==> src/rtl/sensor_request_arbiter.sv <==
// sensor_request_arbiter
//   Shares one sensor decoder between NUM_REQ command sources with round-robin
//   arbitration. One-shot requests are serialised onto the decoder's
//   enable/request/finished handshake, a minimum idle gap is enforced between
//   decoder reads, and each response is routed back to the requester that issued it.
//
// Optional feature macro: SENSOR_ARB_TIMEOUT_EN
//   Defined: WAIT aborts after TIMEOUT_CYCLES without dec_finished_i and responds 0xEE.
//   Undefined: WAIT exits only on dec_finished_i or reset; no timeout counter exists.
//
// Ports
//   clk_i, rst_i            clock (rising edge), asynchronous active-high reset
//   req_valid_i/req_ready_o per-requester command handshake (ready is a 1-cycle one-hot)
//   req_command_i           8 bits per requester, lane i at [8i+7:8i]
//   req_device_i            32 bits per requester, lane i at [32i+31:32i]
//   rsp_valid_o             1-cycle one-hot response strobe
//   rsp_data_o/rsp_code_o   response payload, valid with rsp_valid_o
//   dec_*                   decoder interface (enable, selector, request, response, finished)
//   busy_o                  high whenever the FSM is not idle
//   grant_id_o              index of the current or last granted requester
module sensor_request_arbiter #(
  parameter int unsigned NUM_REQ        = 4,
  parameter int unsigned MIN_GAP_CYCLES = 100000000,
  parameter int unsigned TIMEOUT_CYCLES = 50000000
) (
  input  logic                    clk_i,
  input  logic                    rst_i,
  input  logic [NUM_REQ-1:0]      req_valid_i,
  output logic [NUM_REQ-1:0]      req_ready_o,
  input  logic [8*NUM_REQ-1:0]    req_command_i,
  input  logic [32*NUM_REQ-1:0]   req_device_i,
  output logic [NUM_REQ-1:0]      rsp_valid_o,
  output logic [7:0]              rsp_data_o,
  output logic [7:0]              rsp_code_o,
  output logic                    dec_enable_o,
  output logic [31:0]             dec_device_selector_o,
  output logic [7:0]              dec_request_o,
  input  logic [7:0]              dec_response_i,
  input  logic [7:0]              dec_response_code_i,
  input  logic                    dec_finished_i,
  output logic                    busy_o,
  output logic [2:0]              grant_id_o
);

  typedef enum logic [2:0] {StIdle, StGrant, StGap, StIssue, StWait, StRespond} state_e;

  localparam logic [26:0] GapMax      = 27'(MIN_GAP_CYCLES);
  localparam logic [7:0]  RejectCode  = 8'hEB;
`ifdef SENSOR_ARB_TIMEOUT_EN
  localparam logic [7:0]  TimeoutCode = 8'hEE;
  localparam logic [31:0] ToLast      = 32'(TIMEOUT_CYCLES - 1);
`endif

  state_e               state_q;
  logic [2:0]           rr_q;         // first index searched at the next grant
  logic [2:0]           grant_id_q;
  logic [NUM_REQ-1:0]   req_ready_q;
  logic [7:0]           cmd_q;
  logic [31:0]          dev_q;
  logic                 dec_enable_q;
  logic [31:0]          dec_dev_q;
  logic [7:0]           dec_req_q;
  logic [NUM_REQ-1:0]   rsp_valid_q;
  logic [7:0]           rsp_data_q;
  logic [7:0]           rsp_code_q;
  logic                 busy_q;
  logic [26:0]          gap_q;
  logic [26:0]          gap_d;
`ifdef SENSOR_ARB_TIMEOUT_EN
  logic [31:0]          to_q;
`endif

  // Zero-padded copies so lanes can be selected with a fixed 3-bit index for any NUM_REQ.
  logic [7:0]           valid_pad;
  logic [63:0]          cmd_pad;
  logic [255:0]         dev_pad;
  logic [3:0]           idx;
  logic [2:0]           win_idx;
  logic                 win_found;
  logic [2:0]           rr_next;
  logic [NUM_REQ-1:0]   win_oh;
  logic [NUM_REQ-1:0]   gid_oh;
  logic                 reject;

  assign valid_pad = 8'(req_valid_i);
  assign cmd_pad   = 64'(req_command_i);
  assign dev_pad   = 256'(req_device_i);

  // Round-robin search starting at rr_q, wrapping modulo NUM_REQ.
  always_comb begin
    idx       = '0;
    win_idx   = rr_q;
    win_found = 1'b0;
    for (int unsigned k = 0; k < NUM_REQ; k++) begin
      idx = 4'(rr_q) + 4'(k);
      if (idx >= 4'(NUM_REQ)) idx = idx - 4'(NUM_REQ);
      if (!win_found && valid_pad[idx[2:0]]) begin
        win_found = 1'b1;
        win_idx   = idx[2:0];
      end
    end
  end

  always_comb begin
    rr_next = (win_idx == 3'(NUM_REQ - 1)) ? 3'd0 : win_idx + 3'd1;
    win_oh  = '0;
    gid_oh  = '0;
    for (int unsigned k = 0; k < NUM_REQ; k++) begin
      win_oh[k] = (win_idx == 3'(k));
      gid_oh[k] = (grant_id_q == 3'(k));
    end
  end

  // Monitoring commands would hold the sensor indefinitely; device 0 is not addressable.
  assign reject = ((cmd_q >= 8'h03) && (cmd_q <= 8'h06)) || (dev_q == 32'h0);

  // Gap counter runs everywhere except WAIT and saturates, so an idle arbiter never delays.
  always_comb begin
    gap_d = gap_q;
    if ((state_q != StWait) && (gap_q < GapMax)) gap_d = gap_q + 27'd1;
  end

  always_ff @(posedge clk_i or posedge rst_i) begin
    if (rst_i) begin
      state_q      <= StIdle;
      rr_q         <= '0;
      grant_id_q   <= '0;
      req_ready_q  <= '0;
      cmd_q        <= '0;
      dev_q        <= '0;
      dec_enable_q <= 1'b0;
      dec_dev_q    <= '0;
      dec_req_q    <= '0;
      rsp_valid_q  <= '0;
      rsp_data_q   <= '0;
      rsp_code_q   <= '0;
      busy_q       <= 1'b0;
      gap_q        <= GapMax;
`ifdef SENSOR_ARB_TIMEOUT_EN
      to_q         <= '0;
`endif
    end else begin
      gap_q <= gap_d;
      case (state_q)
        StIdle: begin
          if (win_found) begin
            state_q     <= StGrant;
            busy_q      <= 1'b1;
            req_ready_q <= win_oh;
            grant_id_q  <= win_idx;
            rr_q        <= rr_next;
            cmd_q       <= cmd_pad[{win_idx, 3'b000} +: 8];
            dev_q       <= dev_pad[{win_idx, 5'b00000} +: 32];
          end
        end
        StGrant: begin
          req_ready_q <= '0;
          if (reject) begin
            state_q     <= StRespond;
            rsp_valid_q <= gid_oh;
            rsp_data_q  <= RejectCode;
            rsp_code_q  <= RejectCode;
          end else begin
            state_q <= StGap;
          end
        end
        StGap: begin
          if (gap_q >= GapMax) state_q <= StIssue;
        end
        StIssue: begin
          dec_enable_q <= 1'b1;
          dec_req_q    <= cmd_q;
          dec_dev_q    <= dev_q;
          state_q      <= StWait;
`ifdef SENSOR_ARB_TIMEOUT_EN
          to_q         <= '0;
`endif
        end
        StWait: begin
          // Enable drops on the finish edge so the decoder cannot retrigger.
          if (dec_finished_i) begin
            dec_enable_q <= 1'b0;
            gap_q        <= '0;
            rsp_valid_q  <= gid_oh;
            rsp_data_q   <= dec_response_i;
            rsp_code_q   <= dec_response_code_i;
            state_q      <= StRespond;
          end
`ifdef SENSOR_ARB_TIMEOUT_EN
          else if (to_q == ToLast) begin
            dec_enable_q <= 1'b0;
            gap_q        <= '0;
            rsp_valid_q  <= gid_oh;
            rsp_data_q   <= TimeoutCode;
            rsp_code_q   <= TimeoutCode;
            state_q      <= StRespond;
          end else begin
            to_q <= to_q + 32'd1;
          end
`endif
        end
        StRespond: begin
          rsp_valid_q <= '0;
          busy_q      <= 1'b0;
          state_q     <= StIdle;
        end
        default: state_q <= StIdle;
      endcase
    end
  end

  assign req_ready_o           = req_ready_q;
  assign rsp_valid_o           = rsp_valid_q;
  assign rsp_data_o            = rsp_data_q;
  assign rsp_code_o            = rsp_code_q;
  assign dec_enable_o          = dec_enable_q;
  assign dec_device_selector_o = dec_dev_q;
  assign dec_request_o         = dec_req_q;
  assign busy_o                = busy_q;
  assign grant_id_o            = grant_id_q;

endmodule

==> config.mk <==
export PLATFORM = sky130hd
export DESIGN_NAME = sensor_request_arbiter
export DESIGN_NICKNAME = d
export VERILOG_FILES = /design/src/rtl/sensor_request_arbiter.sv
export SDC_FILE = /design/constraint.sdc
export NUM_CORES = 1
export LEC_CHECK = 0
export CORE_AREA = 2 2 154 111
export DETAILED_ROUTE_END_ITERATION = 8
export DIE_AREA = 0 0 156 113
export PLACE_DENSITY_LB_ADDON = 0.08
export SLEW_MARGIN = 20
export SYNTH_ARGS = -nofsm -noshare
export SYNTH_HDL_FRONTEND = slang
export SYNTH_SLANG_ARGS = --single-unit
==> constraint.sdc <==
create_clock -name clk_i -period 6.2 [get_ports clk_i]
set_clock_uncertainty 0.2 [all_clocks]
set_input_delay 1.24 -clock clk_i [delete_from_list [all_inputs] [get_ports clk_i]]
set_output_delay 1.24 -clock clk_i [all_outputs]
set_load 0.05 [all_outputs]
==> tab_implementation.tex <==
% Generated from flow reports
\begin{tabular}{lr}
\hline
Metric & Value \\
\hline
\multicolumn{2}{l}{\textbf{Logic synthesis}} \\
\quad Simple logic cell fraction of the synthesized area & roughly an eighth \\
\quad Ranking of synthesized cells by area & sky130\_fd\_sc\_hd\_\_dfrtp\_1, sky130\_fd\_sc\_hd\_\_mux2i\_1, sky130\_fd\_sc\_hd\_\_mux2\_2 \\
\multicolumn{2}{l}{\textbf{Floorplan}} \\
\quad Pre-Place Util & between 40\% and 50\% \\
\quad Tapcell count & between 200 and 250 \\
\multicolumn{2}{l}{\textbf{CTS}} \\
\quad Number of gates resized after CTS & 0 \\
\quad Buffer type at the clock tree root & sky130\_fd\_sc\_hd\_\_clkbuf\_16 \\
\multicolumn{2}{l}{\textbf{Status}} \\
\quad Outcome & completed \\
\multicolumn{2}{l}{\textbf{Power}} \\
\quad Total Power & between 6 and 7 mW \\
\quad Seq group & 1.74 mW \\
\quad Power density normalized to cell area & 632 nW/µm² \\
\multicolumn{2}{l}{\textbf{Finish}} \\
\quad Flip-flop and latch area & between 3000 and 4000 µm² \\
\quad Final Instance Count excl. Fillers & roughly 1100 \\
\multicolumn{2}{l}{\textbf{Worst setup path}} \\
\quad Worst reg2reg endpoint & cmd\_q[7]\$\_DFFE\_PP0P\_ \\
\quad Launching point of the worst reg2reg path & rr\_q[0]\$\_DFFE\_PP0P\_ \\
\multicolumn{2}{l}{\textbf{STA}} \\
\quad Sum of negative setup slack & 0 ns \\
\quad Slew HR & between 20\% and 30\% \\
\quad Slew Limit Fails & 0 \\
\multicolumn{2}{l}{\textbf{Job}} \\
\quad Max-cap violations & 0 \\
\multicolumn{2}{l}{\textbf{Route}} \\
\quad Met3 routed WL & around 1400 µm \\
\multicolumn{2}{l}{\textbf{Hold path}} \\
\quad Type of the worst min-delay path & register to register \\
\hline
\end{tabular}
### Port wiring

(2 px per µm)
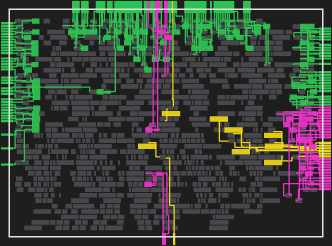
| port | colour | bits | direction | end cells | buffers | wire |
|---|---|---|---|---|---|---|
| req_device_i | green | 128 | input | 64 | 128 | 2210 µm |
| dec_request_o | yellow | 8 | output | 8 | 8 | 353 µm |
| req_command_i | magenta | 32 | input | 16 | 32 | 937 µm |

### The clock network

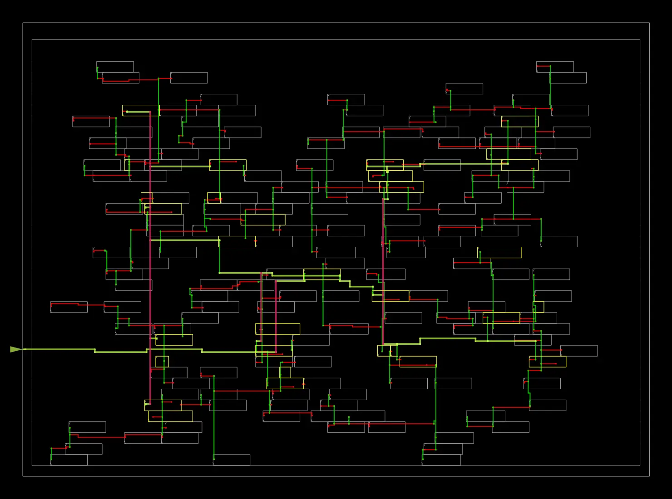
CTS buffer count: 17
total number of sequential cells: 142
later-pin clock latency in the skew report: 0.42 ns
number of clock-tree buffers in the layout: 18

Power is estimated from default activity; no workload was simulated.
